===== src/rtl/calc_pkg.sv =====
// calc_pkg: shared state encoding, operator codes and display constants for the calculator controller.
package calc_pkg;
  typedef enum logic [2:0] {S_OP1, S_OPSEL, S_OP2, S_EXEC, S_RESULT, S_ERR} state_t;
  typedef enum logic [1:0] {OP_ADD, OP_SUB, OP_MUL, OP_DIV} op_t;
  localparam logic [31:0] ERR_DISP = 32'hEEEE_EEEE;
endpackage


===== src/rtl/operand_entry.sv =====
// operand_entry: next-value logic for shifting one BCD digit into an operand.
module operand_entry #(
  parameter int MAX_DIGITS = 8
) (
  input  logic [31:0] i_operand,
  input  logic [3:0]  i_count,
  input  logic [3:0]  i_digit,
  output logic [31:0] o_operand,
  output logic [3:0]  o_count,
  output logic        o_valid
);
  logic w_take;
  // A leading zero is a valid key but never occupies a digit slot.
  assign o_valid   = i_digit <= 4'd9;
  assign w_take    = o_valid && i_count < 4'(MAX_DIGITS) && !(i_digit == 4'd0 && i_count == 4'd0);
  assign o_operand = w_take ? {i_operand[27:0], i_digit} : i_operand;
  assign o_count   = w_take ? i_count + 4'd1 : i_count;
endmodule


===== src/rtl/calc_control.sv =====
// calc_control: keypad sequencing FSM that builds BCD operands, launches the ALU and drives the display.
module calc_control
  import calc_pkg::*;
#(
  parameter int MAX_DIGITS  = 8,
  parameter int ALU_TIMEOUT = 255
) (
  input  logic        clk,
  input  logic        clear,
  input  logic        num_pressed,
  input  logic [3:0]  digit,
  input  logic        op_pressed,
  input  logic [1:0]  op_code,
  input  logic        eq_pressed,
  input  logic [31:0] alu_result,
  input  logic        alu_done,
  input  logic        alu_err,
  output logic [31:0] number1,
  output logic [31:0] number2,
  output logic [1:0]  op_q,
  output logic        alu_start,
  output logic [31:0] disp_value,
  output logic        refresh_digit,
  output logic [3:0]  digit_count,
  output logic [2:0]  state_o,
  output logic        error
);
  localparam int TW = $clog2(ALU_TIMEOUT + 1);
  state_t        r_state;
  op_t           r_op;
  logic [31:0]   r_number1, r_number2, r_disp;
  logic [3:0]    r_count;
  logic [TW-1:0] r_timer;
  logic          r_alu_start, r_refresh, r_error;
  logic          w_eq, w_op, w_num, w_v1, w_v2;
  logic [31:0]   w_n1, w_n2, w_disp;
  logic [3:0]    w_c1, w_c2;
  assign w_eq  = eq_pressed;
  assign w_op  = op_pressed & ~eq_pressed;
  assign w_num = num_pressed & ~eq_pressed & ~op_pressed;
  assign w_disp = r_state == S_ERR ? ERR_DISP : r_state == S_OP2 ? r_number2 : r_number1;
  // A digit after a result starts a fresh number1; the first digit in OPSEL starts a fresh number2.
  operand_entry #(.MAX_DIGITS(MAX_DIGITS)) u_n1 (
    .i_operand (r_state == S_RESULT ? 32'd0 : r_number1),
    .i_count   (r_state == S_RESULT ? 4'd0 : r_count),
    .i_digit   (digit),
    .o_operand (w_n1),
    .o_count   (w_c1),
    .o_valid   (w_v1)
  );
  operand_entry #(.MAX_DIGITS(MAX_DIGITS)) u_n2 (
    .i_operand (r_state == S_OPSEL ? 32'd0 : r_number2),
    .i_count   (r_state == S_OPSEL ? 4'd0 : r_count),
    .i_digit   (digit),
    .o_operand (w_n2),
    .o_count   (w_c2),
    .o_valid   (w_v2)
  );
  always_ff @(posedge clk) begin
    if (clear) begin
      r_state     <= S_OP1;
      r_op        <= OP_ADD;
      r_number1   <= '0;
      r_number2   <= '0;
      r_disp      <= '0;
      r_count     <= '0;
      r_timer     <= '0;
      r_alu_start <= 1'b0;
      r_refresh   <= 1'b0;
      r_error     <= 1'b0;
    end else begin
      r_alu_start <= 1'b0;
      r_disp      <= w_disp;
      r_refresh   <= w_disp != r_disp;
      case (r_state)
        S_OP1: begin
          if (w_op) begin
            r_op    <= op_t'(op_code);
            r_count <= '0;
            r_state <= S_OPSEL;
          end else if (w_num) begin
            r_number1 <= w_n1;
            r_count   <= w_c1;
          end
        end
        S_OPSEL: begin
          if (w_op) r_op <= op_t'(op_code);
          else if (w_num && w_v2) begin
            r_number2 <= w_n2;
            r_count   <= w_c2;
            r_state   <= S_OP2;
          end
        end
        S_OP2: begin
          if (w_eq && r_count != 4'd0) begin
            r_alu_start <= 1'b1;
            r_timer     <= '0;
            r_state     <= S_EXEC;
          end else if (w_num) begin
            r_number2 <= w_n2;
            r_count   <= w_c2;
          end
        end
        S_EXEC: begin
          if (alu_done && !alu_err) begin
            r_number1 <= alu_result;
            r_state   <= S_RESULT;
          end else if (alu_done || r_timer == TW'(ALU_TIMEOUT - 1)) begin
            r_error <= 1'b1;
            r_state <= S_ERR;
          end else r_timer <= r_timer + 1'b1;
        end
        S_RESULT: begin
          if (w_op) begin
            r_op    <= op_t'(op_code);
            r_count <= '0;
            r_state <= S_OPSEL;
          end else if (w_num && w_v1) begin
            r_number1 <= w_n1;
            r_number2 <= '0;
            r_count   <= w_c1;
            r_state   <= S_OP1;
          end
        end
        default: r_state <= S_ERR;
      endcase
    end
  end
  assign number1       = r_number1;
  assign number2       = r_number2;
  assign op_q          = r_op;
  assign alu_start     = r_alu_start;
  assign disp_value    = r_disp;
  assign refresh_digit = r_refresh;
  assign digit_count   = r_count;
  assign state_o       = r_state;
  assign error         = r_error;
endmodule


===== config.mk =====
export PLATFORM = sky130hd
export DESIGN_NAME = calc_control
export DESIGN_NICKNAME = d
export VERILOG_FILES = /design/src/rtl/calc_pkg.sv /design/src/rtl/operand_entry.sv /design/src/rtl/calc_control.sv
export SDC_FILE = /design/constraint.sdc
export NUM_CORES = 1
export LEC_CHECK = 0
export ABC_CLOCK_PERIOD_IN_PS = 4100
export CELL_PAD_IN_SITES_DETAIL_PLACEMENT = 0
export CELL_PAD_IN_SITES_GLOBAL_PLACEMENT = 1
export CORE_MARGIN = 10
export CORE_UTILIZATION = 40
export CTS_BUF_LIST = sky130_fd_sc_hd__clkbuf_8
export DETAILED_ROUTE_END_ITERATION = 12
export PLACE_DENSITY = 0.95
export SLEW_MARGIN = 10
export SYNTH_ARGS = -nofsm -noshare
export SYNTH_HDL_FRONTEND = slang
export SYNTH_SLANG_ARGS = --single-unit

===== constraint.sdc =====
create_clock -name clk -period 4.1 [get_ports clk]
set_clock_uncertainty 0.2 [all_clocks]
set_input_delay 1.025 -clock clk [delete_from_list [all_inputs] [get_ports clk]]
set_output_delay 1.025 -clock clk [all_outputs]
set_load 0.01 [all_outputs]

==> notes.md, run 1 <==
Notes on the physical design

For reference, the critical path cell chain is clkdlybuf4s50_1 > nor4_1 > and2_1 > a221o_1 > buf_12 > mux2i_1 > o221a_2 > nor3_1. The total negative slack for setup checks is 0 ps. The number of clock sinks is between 100 and 150. Pin placement for this block handled 153 I/O pins.

The number of multi-input combinational cells in the layout is 597. For this run, design rule violations remaining after detail routing come to 0. The gate family responsible for the most delay along the worst path is simple AND/OR/NAND/NOR gates.

Setup repair after global routing left no endpoint under its margin. The cell kind with the greatest summed area is logic gates. The internal power is 2.17 mW. The routed via count divided by cell count is roughly 5.7.

The setup check on the worst reg-to-reg path leaves a slack of ~1100 ps. Synthesis produced roughly 780 cells. The endpoint of the most critical setup path is digit_count[1]. Power attributed to sequential cells is around 1.4 mW.

The layout report lists the combined flip-flop and latch area as roughly 2300 sq um. The clock distribution power is between 0.9 and 1 mW. The path class of the lowest-slack min-delay path is register to register.

The die footprint is about 20000 sq um. The routability-driven placement congestion ratio is between 0.8 and 0.9. The cell area after placement is about 7700 sq um. The initial antenna violation count is 0. The power dissipated in combinational cells is between 1 and 1.5 mW. The diode insertion count for antenna repair is 0. The detailed router put a total of just under 9000 um of wire on met1. Leaving out fill and tap cells, the most frequent cell in the layout is clkdlybuf4s50_1. Entering global routing, the biggest net connects about 68 pins. The cell accounting for the most synthesized area is dfxtp_1.

Per the detail_route log, the uppermost layer with routed signals is met4. The flow inserted 184 tap cells. The number of global-route vias before repair is around 5700. The power report attributes to the combinational group a share of about 32%. The overall routed net length is between 20000 and 25000 um. The overall power consumption is between 3 and 4 mW. Setup slack closes at about 960 ps. The fraction of final layout cells with drive strength greater than 1 is about 6.4%. The clock insertion delay at the later pin of the skew report is roughly 450 ps.

The detailed router placed about 6300 vias in this run. The number of nets at floorplan is roughly 830. The synthesized netlist devotes about 28% of its cell area to simple gates. CTS placed an instance of clkbuf_8 at the clock tree root. Buffers outside the clock tree occupy 20.6% of the routed design's cell area. Leaving out filler cells and counting taps, the final layout contains between 1000 and 1500. The clock input transition at the sequential cells of the worst setup and hold paths is roughly 70 ps. The depth of the critical timing path with buffers and inverters included is 8. The number of slew-limit violations in the final report is 0. According to the finish report, the design has a final net count of 958. The smallest clock period supported by the final layout is computed as between 3000 and 4000 ps.

In the synthesized netlist, the cells that appear most often are dfxtp_1, nand2_1, nor2_1. The switching component of the power was reported as between 1 and 1.5 mW. The flip-flop cell with the highest count after synthesis is dfxtp_1. The post-CTS setup buffer count is 0. The warning tally printed by Yosys for this design is 0.

The slowest library cell on the worst path is clkdlybuf4s50_1. The maximum frequency from static timing analysis is ~0.32 GHz. The clock tree from TritonCTS is built. The global-route congestion overflow total is 0. At the placement stage, the worst setup path has a slack of about 540 ps. At the pin with the least slew margin, the transition time is between 900 and 1000 ps. The amount of wire on met3 after detailed routing is 1910 um.

Synthesis instantiated just under 60 different standard cells from the library. The detailed route wirelength on metal2 is roughly 10000 um. By area the synthesized netlist is led by dfxtp_1, nand2_1, nor2_1. STA puts the critical path data required time at roughly 4200 ps. The number of cells traversed by the worst hold path is 2. The sequential cell count is 116. The category of the critical setup timing path is input port to register.

The violation tally from detailed-route iteration zero is between 400 and 500. Measured in cells, the most critical reg-to-reg path has a length of 6. Among all stages on the critical path, the maximum delay recorded is about 520 ps. The post-synthesis cell type with the largest instance count is dfxtp_1. The run finished with clean final reports.

The die is around 140 um wide. The arrival time of the worst setup path is approximately 3300 ps. The routed length per placed instance is 19.0 um. The filler cells instantiated in the layout total roughly 1400. The number of failing hold endpoints at the final stage is 0.
Figure 1. Ports around the boundary (run 1).
Scale bar: 50 um. Pins as bars across the die edge, other pins in grey.
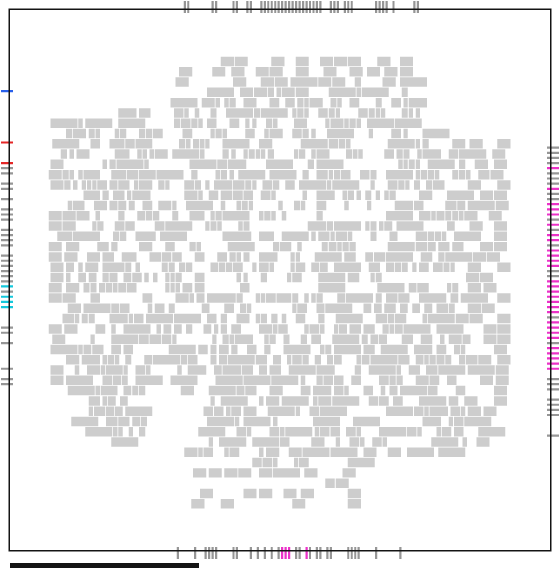
colour	port	pins	direction	edge
red	op_q	2	output	west
magenta	disp_value	32	output	28 east, 4 south
blue	clk	1	input	west
cyan	digit	4	input	west
all pins by edge	52 east, 39 north, 32 west, 30 south

Figure 2. Cell density map (run 1).
14 x 14 tiles, from white (low) to dark blue (high), 0 to 100% covered.
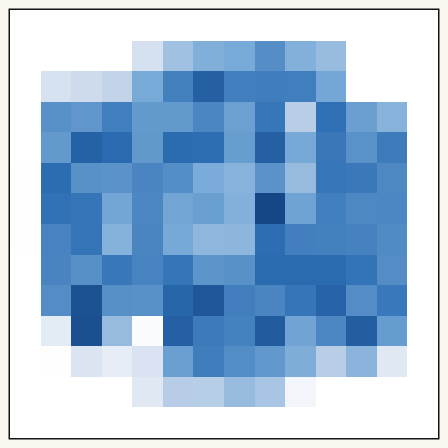
emptiest ninth of the die	south-west
fullest tile	91%
tiles over 75% full	10%
nearly empty tiles	34%
mean over tiles	38%
standard cell core area: 14600 sq um
Floorplan Utilization: 41.2%
final core occ: 54.8%

Figure 3. Layout detail (run 1).
Region (97, 97) to (117, 117) um. Cells in grey, sequential cells in the stronger grey; small squares are vias.
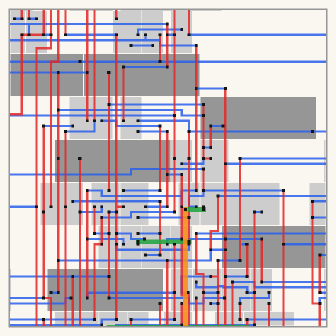
colour	layer
orange	met4
green	met3
red	met2
blue	met1
most frequent	nand2_1 (10), dfxtp_1 (6), a21oi_1 (5)
sequential cells in the window	6
netlist names of flops here include	number1 (5), disp_value (1)
cells with their middle in the window	28

Figure 4. Drive-strength map (run 1).
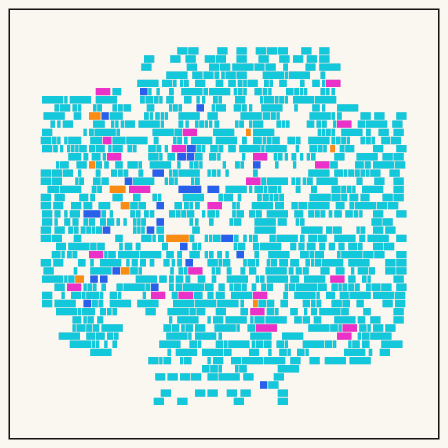

## Run 2: what changed since run 1
ABC_CLOCK_PERIOD_IN_PS = 3000   (was 4100)
CORE_UTILIZATION = 37   (was 40)
PLACE_DENSITY = 0.91   (was 0.95)
clock period = 3 ns   (was 4.1 ns; I/O delays follow)
Figure 5. Drive-strength map (run 2).
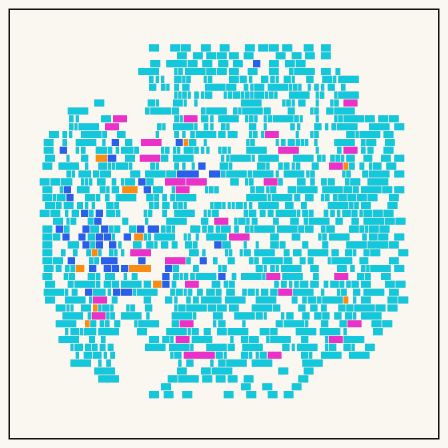
colour	size	cells	share	most used
cyan	drive 1 or less	861	91%	clkdlybuf4s50_1
orange	drive 2	12	1.3%	clkinv_2
blue	drive 3 to 4	44	4.6%	buf_4
magenta	drive 6 and up	30	3.2%	clkbuf_8

==> run 2 against run 1 <==
Worst setup slack worse by 700 ps. Clock power is 43% higher. First-iteration DRC count shrank 3.5%. Hold slack better by 3.9 ps. Via count is 0.86% higher.
==> notes.md, run 2 <==
Notes on the physical design

0 antenna diodes ended up in the layout. The main area contributors are dfxtp_1, nand2_1, nor2_1. The internal power of the cells totals around 3.2 mW.

For this run, the leading register cell type out of synthesis is dfxtp_1. Synthesis handed over a netlist of 779 instances. The startpoint identified for the worst register-to-register timing path is state_o[1].

In the final design, more cell area goes to logic gates than to any other class. The die footprint is 21800 sq um. The combinational gate count is 597. The number of clock sinks is ~120. The placeable core area is between 15000 and 20000 sq um.

The share of total power dissipated in combinational logic is between 30% and 40%. The slew at the pin closest to its max-slew limit is ~1100 ps. The top cell types in the final layout, fill and taps aside, are clkdlybuf4s50_1, dfxtp_1, nand2_1. The power report lists the clock group at about 1.4 mW. The cell at the root of the clock tree is clkbuf_8. The effective utilization at floorplan is between 30% and 40%. The cell area after placement is ~8000 sq um. The power dissipated in combinational cells is roughly 1.7 mW. For this run the aggregate overflow at the end of global routing stands at 0.

The register-to-register setup slack is roughly 260 ps. The buffering overhead is 23.2%. The routed length per placed instance is between 15 and 20 um. Row generation in the floorplan step produced around 46 rows. For the worst flop-to-flop path, the logic depth is 9. Entering global routing, the biggest net connects roughly 70 pins. Setup repair after global routing left no endpoint under its margin. In the final design database the tool counted ~990 nets. The number of cells traversed by the worst hold path is 2. The max-cap violation count is 0. The post-route worst setup slack is around 260 ps.

The slowest library cell on the worst path is dfxtp_1. In this run the worst setup path terminates at number1[31]. The final route contains about 6300 vias.

The sequential cell count is between 100 and 150. The netlist uses between 50 and 60 different library cells. For this run, the total global-route usage over all layers was measured as 19.1%.

The net count after synthesis is between 800 and 900. The maximum frequency from static timing analysis is 0.366 GHz. For the worst reg-to-reg path, the endpoint reported by OpenROAD is number1[31].

Looking at area per cell type in the netlist, the leader is dfxtp_1. After synthesis, the most frequently instantiated cells are dfxtp_1, nand2_1, nor2_1. Among all cell types in the netlist, the one instantiated most often is dfxtp_1. The most frequent logic cell in the layout is clkdlybuf4s50_1. Per the OpenROAD power report, switching power amounts to around 1.7 mW. Summed over all nets, wire length on met3 after detailed routing comes to around 1700 um. The clock tree from TritonCTS is built. For this run, the share of the core covered by cells in the final layout is between 50% and 60%. The fraction of final layout cells with drive strength greater than 1 is a little under a tenth. OpenROAD reports that the post-layout worst path occupies between 90% and 100% of the period.

During synthesis, Yosys emitted a total of 0 warnings. The number of slew-limit violations in the final report is 0. The simple-gate share of the synthesized area is between 20 and 30%. Sequential cells account for between 30% and 40% of the total power. The initial antenna violation count is 0. Per STA, the worst path accumulates the most delay in the family AND-OR/OR-AND gates. The category of the critical setup timing path is register to register. Timing analysis after detailed placement gives a worst setup slack of -150 ps. The arrival time of data at the worst endpoint is listed as about 2900 ps. The remaining routing DRC violations is 0. The clock insertion delay at the later pin of the skew report is between 400 and 500 ps. The count of filler cells inserted in the layout is around 1500.

After clock tree synthesis, the setup repair step added 0 buffers. The overall routed net length is 21500 um. The tap cell count is 216. The routed via count divided by cell count is roughly 5.4. The peak ir drop on the vdd network is between 0.3 and 0.4 mV. Clock-pin slew was measured on the worst setup and hold paths at roughly 70 ps. Detailed-route iteration 0 reported a violation count of 470.

Power attributed to sequential cells is 1.83 mW. The number of failing hold endpoints at the final stage is 0. The flow ran to the end, and the final reports show no timing, DRC or antenna violations. Registers take ~2300 sq um. The final weighted congestion recorded by global placement is roughly 0.88. The critical path maximum fanout is 26. Once layout is complete, the cells apart from fillers number roughly 1200. Routed signal wires occupy layers up through met4. The time the final worst path needs with I/O delays and setup is 2740 ps. The depth of the critical timing path with buffers and inverters included is 9. The total negative slack for setup checks is 0 ps. Wire segments on met2 add up to roughly 10000 um in the final route. In this run the critical path is formed by or3b_4 > nand2_1 > ha_1 > and2_1 > a221o_1 > buf_12 > a31oi_4 > nor2_1 > a311oi_1.

Per STA, the highest per-stage delay on the worst path measures about 490 ps. The number of global-route vias before repair came to 5953. In this run the count of I/O pins placed on the die edge is about 150. The overall power consumption is about 4.9 mW.
Figure 6. Ports around the boundary (run 2).
Scale bar: 50 um. Pins as bars across the die edge, other pins in grey.
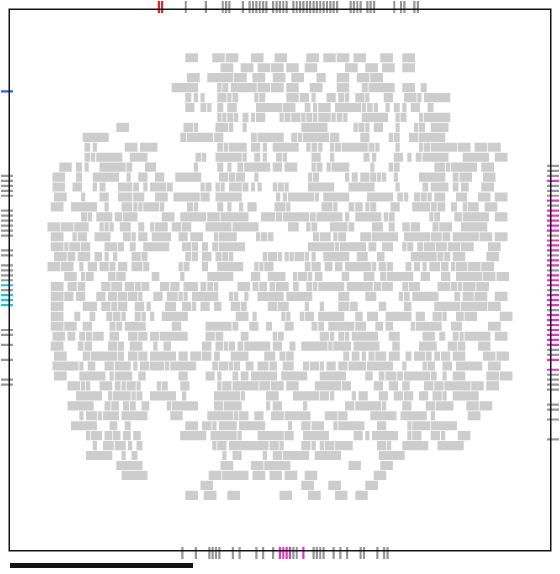
colour	port	pins	direction	edge
blue	clk	1	input	west
cyan	digit	4	input	west
magenta	disp_value	32	output	27 east, 5 south
red	op_q	2	output	north
all pins by edge	49 east, 45 north, 30 south, 29 west
vertical die size: 148 um
width of the die: 148 um
Port-buffer cells: 152

Power figures rest on the tool's default switching activity, not on a simulated workload.
